===== src/rtl/lzd_pkg.sv =====
// Shared definitions for the pipelined leading-zero detector.
// Holds the sizing helpers that derive tree geometry from the operand width and
// the encoding constants used by the merge nodes.
package lzd_pkg;

    // Ceiling log2 for n >= 1; returns 0 for n <= 1.
    function automatic int unsigned clog2(input int unsigned n);
        int unsigned r;
        int unsigned v;
        r = 0;
        v = 1;
        while (v < n) begin
            v = v << 1;
            r++;
        end
        return r;
    endfunction

    // Tree depth: operand padded to the next power of two, at least one level.
    function automatic int unsigned lzd_levels(input int unsigned width);
        return (width < 2) ? 1 : clog2(width);
    endfunction

    // Padded operand width P.
    function automatic int unsigned lzd_pad_w(input int unsigned width);
        return 1 << lzd_levels(width);
    endfunction

    // Number of registered tree stages.
    function automatic int unsigned lzd_tree_stg(input int unsigned width,
                                                 input int unsigned lvl_per_stg);
        return (lzd_levels(width) + lvl_per_stg - 1) / lvl_per_stg;
    endfunction

    // Width of the count output, wide enough to hold WIDTH itself.
    function automatic int unsigned lzd_cnt_w(input int unsigned width);
        return clog2(width + 1);
    endfunction

    // Position MSB prepended by a merge node: 0 when the first one sits in the
    // left (more significant) child, 1 when it sits in the right child.
    localparam logic PosLeft  = 1'b0;
    localparam logic PosRight = 1'b1;

endpackage


===== src/rtl/lzd_merge.sv =====
// Combinational node of the leading-zero tree.
// PW = 0 builds a leaf over a bit pair (vl = left bit, vr = right bit).
// PW > 0 merges two children, each carrying a valid flag and a PW-bit position.
// Ports:
//   vl, pl : left (more significant) child valid / position
//   vr, pr : right child valid / position
//   v, p   : merged valid / (PW+1)-bit position of the first one
module lzd_merge
    import lzd_pkg::*;
#(
    parameter int unsigned PW = 0
) (
    input  logic                         vl,
    input  logic [(PW > 0 ? PW : 1)-1:0] pl,
    input  logic                         vr,
    input  logic [(PW > 0 ? PW : 1)-1:0] pr,
    output logic                         v,
    output logic [PW:0]                  p
);

    assign v = vl | vr;

    if (PW == 0) begin : g_leaf
        // Leaf positions are meaningless; keep the ports uniform and sink them.
        logic unused_pos;
        assign unused_pos = ^{pl, pr};
        assign p = (~vl & vr) ? PosRight : PosLeft;
    end else begin : g_node
        assign p = vl ? {PosLeft, pl} : {PosRight, pr};
    end

endmodule


===== src/rtl/lzd_pipe.sv =====
// Pipelined, parametrised leading-zero detector with valid/ready flow control.
// The operand is zero-padded on the LSB side to a power of two, reduced by a
// binary tree of lzd_merge nodes with a register after every LVL_PER_STG levels
// (the last level always registered), then normalised in one final stage.
// Ports:
//   clk, rst_n           : clock, asynchronous active-low reset
//   in_valid/in_ready    : operand handshake (in_ready = out_ready | ~out_valid)
//   in_data, in_tag      : operand and sideband tag
//   out_valid/out_ready  : result handshake
//   out_cnt              : leading-zero count (WIDTH when operand is zero)
//   out_zero             : operand was all zeros
//   out_norm             : operand shifted left by out_cnt
//   out_tag              : tag travelling with the operand
module lzd_pipe
    import lzd_pkg::*;
#(
    parameter int unsigned WIDTH       = 48,
    parameter int unsigned LVL_PER_STG = 2,
    parameter int unsigned TAG_W       = 4,
    localparam int unsigned CNT_W      = lzd_cnt_w(WIDTH)
) (
    input  logic             clk,
    input  logic             rst_n,
    input  logic             in_valid,
    output logic             in_ready,
    input  logic [WIDTH-1:0] in_data,
    input  logic [TAG_W-1:0] in_tag,
    output logic             out_valid,
    input  logic             out_ready,
    output logic [CNT_W-1:0] out_cnt,
    output logic             out_zero,
    output logic [WIDTH-1:0] out_norm,
    output logic [TAG_W-1:0] out_tag
);

    localparam int unsigned LEVELS   = lzd_levels(WIDTH);
    localparam int unsigned P        = lzd_pad_w(WIDTH);
    localparam int unsigned TREE_STG = lzd_tree_stg(WIDTH, LVL_PER_STG);

    // Whole pipeline moves together; it only holds when the output is stuck.
    logic adv;
    assign adv      = out_ready | ~out_valid;
    assign in_ready = adv;

    logic [P-1:0] pad;
    if (P > WIDTH) begin : g_pad
        assign pad = {in_data, {(P - WIDTH){1'b0}}};
    end else begin : g_nopad
        assign pad = in_data;
    end

    // Level 0 is the padded operand; level l holds P>>l nodes of l-bit positions.
    for (genvar l = 0; l <= LEVELS; l++) begin : g_lvl
        localparam int unsigned N   = P >> l;
        localparam int unsigned PWL = (l == 0) ? 1 : l;
        localparam int unsigned PWP = (l <= 1) ? 1 : l - 1;

        logic [N-1:0]     v;
        logic [N*PWL-1:0] p;

        if (l == 0) begin : g_src
            assign v = pad;
            assign p = '0;
        end else begin : g_tree
            logic [N-1:0]   vc;
            logic [N*l-1:0] pc;

            for (genvar n = 0; n < N; n++) begin : g_node
                lzd_merge #(
                    .PW(l - 1)
                ) u_merge (
                    .vl(g_lvl[l-1].v[2*n+1]),
                    .pl(g_lvl[l-1].p[(2*n+1)*PWP +: PWP]),
                    .vr(g_lvl[l-1].v[2*n]),
                    .pr(g_lvl[l-1].p[(2*n)*PWP +: PWP]),
                    .v (vc[n]),
                    .p (pc[n*l +: l])
                );
            end

            if ((l % LVL_PER_STG) == 0 || l == LEVELS) begin : g_reg
                always_ff @(posedge clk or negedge rst_n) begin
                    if (!rst_n) begin
                        v <= '0;
                        p <= '0;
                    end else if (adv) begin
                        v <= vc;
                        p <= pc;
                    end
                end
            end else begin : g_comb
                assign v = vc;
                assign p = pc;
            end
        end
    end

    logic              tree_v;
    logic [LEVELS-1:0] tree_p;
    assign tree_v = g_lvl[LEVELS].v[0];
    assign tree_p = g_lvl[LEVELS].p;

    // Valid, data and tag shadow the registered tree levels.
    logic             stg_valid [TREE_STG];
    logic [WIDTH-1:0] stg_data  [TREE_STG];
    logic [TAG_W-1:0] stg_tag   [TREE_STG];

    always_ff @(posedge clk or negedge rst_n) begin
        if (!rst_n) begin
            for (int s = 0; s < TREE_STG; s++) begin
                stg_valid[s] <= 1'b0;
                stg_data[s]  <= '0;
                stg_tag[s]   <= '0;
            end
        end else if (adv) begin
            stg_valid[0] <= in_valid;
            stg_data[0]  <= in_data;
            stg_tag[0]   <= in_tag;
            for (int s = 1; s < TREE_STG; s++) begin
                stg_valid[s] <= stg_valid[s-1];
                stg_data[s]  <= stg_data[s-1];
                stg_tag[s]   <= stg_tag[s-1];
            end
        end
    end

    logic [CNT_W-1:0] cnt_d;
    logic [WIDTH-1:0] norm_d;

    always_comb begin
        cnt_d  = tree_v ? CNT_W'(tree_p) : CNT_W'(WIDTH);
        // A zero operand shifts to zero regardless of the count.
        norm_d = stg_data[TREE_STG-1] << cnt_d;
    end

    always_ff @(posedge clk or negedge rst_n) begin
        if (!rst_n) begin
            out_valid <= 1'b0;
            out_cnt   <= '0;
            out_zero  <= 1'b0;
            out_norm  <= '0;
            out_tag   <= '0;
        end else if (adv) begin
            out_valid <= stg_valid[TREE_STG-1];
            out_cnt   <= cnt_d;
            out_zero  <= ~tree_v;
            out_norm  <= norm_d;
            out_tag   <= stg_tag[TREE_STG-1];
        end
    end

endmodule


===== config.mk =====
export PLATFORM = sky130hd
export DESIGN_NAME = lzd_pipe
export DESIGN_NICKNAME = d
export VERILOG_FILES = /design/src/rtl/lzd_pkg.sv /design/src/rtl/lzd_merge.sv /design/src/rtl/lzd_pipe.sv
export SDC_FILE = /design/constraint.sdc
export NUM_CORES = 1
export LEC_CHECK = 0
export ABC_CLOCK_PERIOD_IN_PS = 2600
export CORE_MARGIN = 4
export CORE_UTILIZATION = 58
export DETAILED_ROUTE_END_ITERATION = 7
export GPL_TIMING_DRIVEN = 0
export MAX_ROUTING_LAYER = met4
export PLACE_DENSITY = 0.8
export SETUP_SLACK_MARGIN = 0.5
export SLEW_MARGIN = 40
export SYNTH_ARGS = -nofsm -noshare
export SYNTH_HDL_FRONTEND = slang
export SYNTH_SLANG_ARGS = --single-unit

===== constraint.sdc =====
create_clock -name clk -period 2.6 [get_ports clk]
set_input_delay 0.65 -clock clk [delete_from_list [all_inputs] [get_ports clk]]
set_output_delay 0.65 -clock clk [all_outputs]
set_load 0.02 [all_outputs]

### I/O nets highlighted

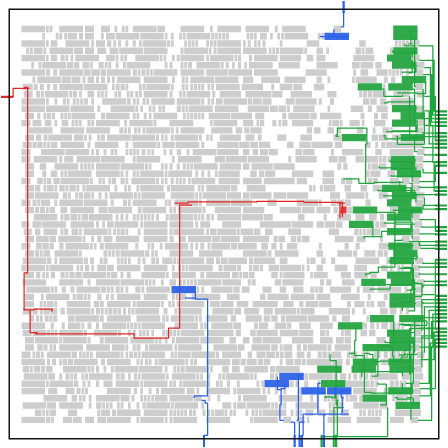
| port | color | bits | direction | end cells | buffers | wire |
|---|---|---|---|---|---|---|
| out_norm | green | 48 | output | 48 | 48 | 1610 um |
| out_cnt | blue | 6 | output | 6 | 6 | 213 um |
| in_ready | red | 1 | output | 1 | 4 | 308 um |

### Pin placement

Pins as bars across the die edge, other pins in gray.
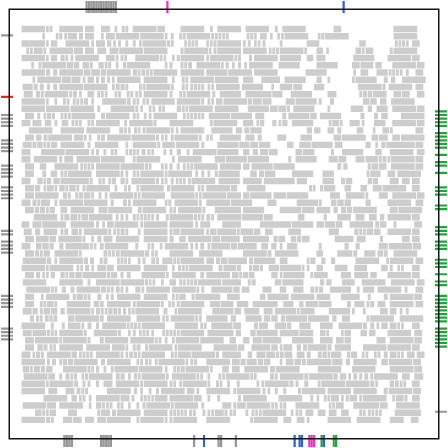
| port | color | pins | direction | edge |
|---|---|---|---|---|
| in_ready | red | 1 | output | left |
| out_tag | magenta | 4 | output | 3 bottom, 1 top |
| out_norm | green | 48 | output | 45 right, 3 bottom |
| out_cnt | blue | 6 | output | 5 bottom, 1 top |
all pins by edge: 46 right, 32 left, 24 bottom, 15 top
number of buffer cells added on primary ports: 116
horizontal extent of the die: 161 um
die boundary height: 161 um

==> impl_metrics.ini <==
; physical design summary
[clock_tree]
clock_latency_ns = 0.55
clock-sinks = 279

[cells_and_area]
fraction_of_area_in_registers_pct = 39.5
lay_top_count = nand2_1
count_of_inserted_antenna_diode_cells = 0
dominant_cells = flip-flops and latches
final_area_sq_um = 17700
layout.nonclk_buf_share_pct = 14.7
drive_gt1_share_pct = 18.6

[power]
share_comb_of_total_power_pct = 51.8
powerDensity_nw_per_um2 = 1330
p_sw_mw = 9.80
dominant_power_group = combinational logic
internal_power_mw = 13.8
leakage_nw = 8.22

[critical_path]
worst-path-buf-inv = 2
cell_chain_critical_path = buf_6 -> and2_4 -> buf_6 -> mux4_2 -> mux2i_4 -> mux2i_2 -> a22o_1 -> a221o_1
endpoint_of_the_most_critical_register_to_register_path = out_norm[44]
crit_cells = 8
cp-end-kind = flop
startpoint_type = flop
critical_path.slowest_cell = mux4_2
reg2reg_from = g_lvl[6].p[0]
crit_path_end = out_norm[44]

[status]
run_status = complete, no violations

[sta]
timing.final.crit_period_ns = 2.42
holdWs_ns = 0.463
tightest_slew_ns = 0.925
tns_ns = 0

[yosys]
synth.area.top_cells = dfrtp_1, nand2_1, mux4_2
ys_chip_area_sq_um = 13500
synthAdderAreaFrac_pct = 0
yosys_warnings = 0

[hold_path]
worst_hold_startpoint = out_norm[18]
whs_endpoint = out_norm[18]

[placement]
post_placement_cell_area_sq_um = 15200
last_weighted_congestion_value_of_the_routability_driven_placer = 1.03

[floorplan]
floorplan.tapcells = 313

[flow_run]
maxCapViolCount = 0

[global_route]
maximum_number_of_pins_on_one_net_before_global_route_repair = 75

[route]
detail_route.vias_per_cell = 6.12
### Routed metal, one color a layer

The bar under the picture is 50 um long.
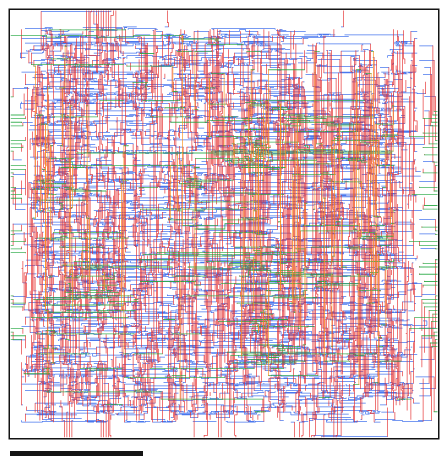
| layer | color | wire length |
|---|---|---|
| M2 | red | 22.1 mm |
| M1 | blue | 17300 um |
| M3 | green | 3530 um |
| M4 | orange | 2640 um |
final routed wire length divided by cell count: 22.6 um
total routing usage reported by global routing: 36.1%
drt total wl: 45600 um
vias after detailed routing: 12322

## synth_stat cells (13+ instances only)
library cell and number:
nand2_1 594, dfrtp_1 279, clkbuf_1 75, mux2i_1 64, a21oi_1 63, o21ai_0 61, nor2_1 52, mux4_2 36
o31ai_1 36, inv_1 17, nor4_1 16, buf_1 13, o211ai_1 13
## state kept, by name, summed over array words and instances (netlist names)
signal     count
stg_tag       12
out_norm      48
out_tag        4
g_lvl.p       44
stg_data     144
out_cnt        6
g_lvl.v       16
out_valid      1
out_zero       1
stg_valid      3
## routing by layer
| metal | global-route usage [%] | vias up | part of all wire, % |
|---|---|---|---|
| met2 | 58.3 | 700 | 48 |
| met5 | - | - | 0 |
| met3 | 5.41 | 183 | 7.7 |
| met4 | 18.8 | 0 | 5.8 |
| li1 | - | 5449 | - |
| met1 | 44.7 | 5990 | 38 |
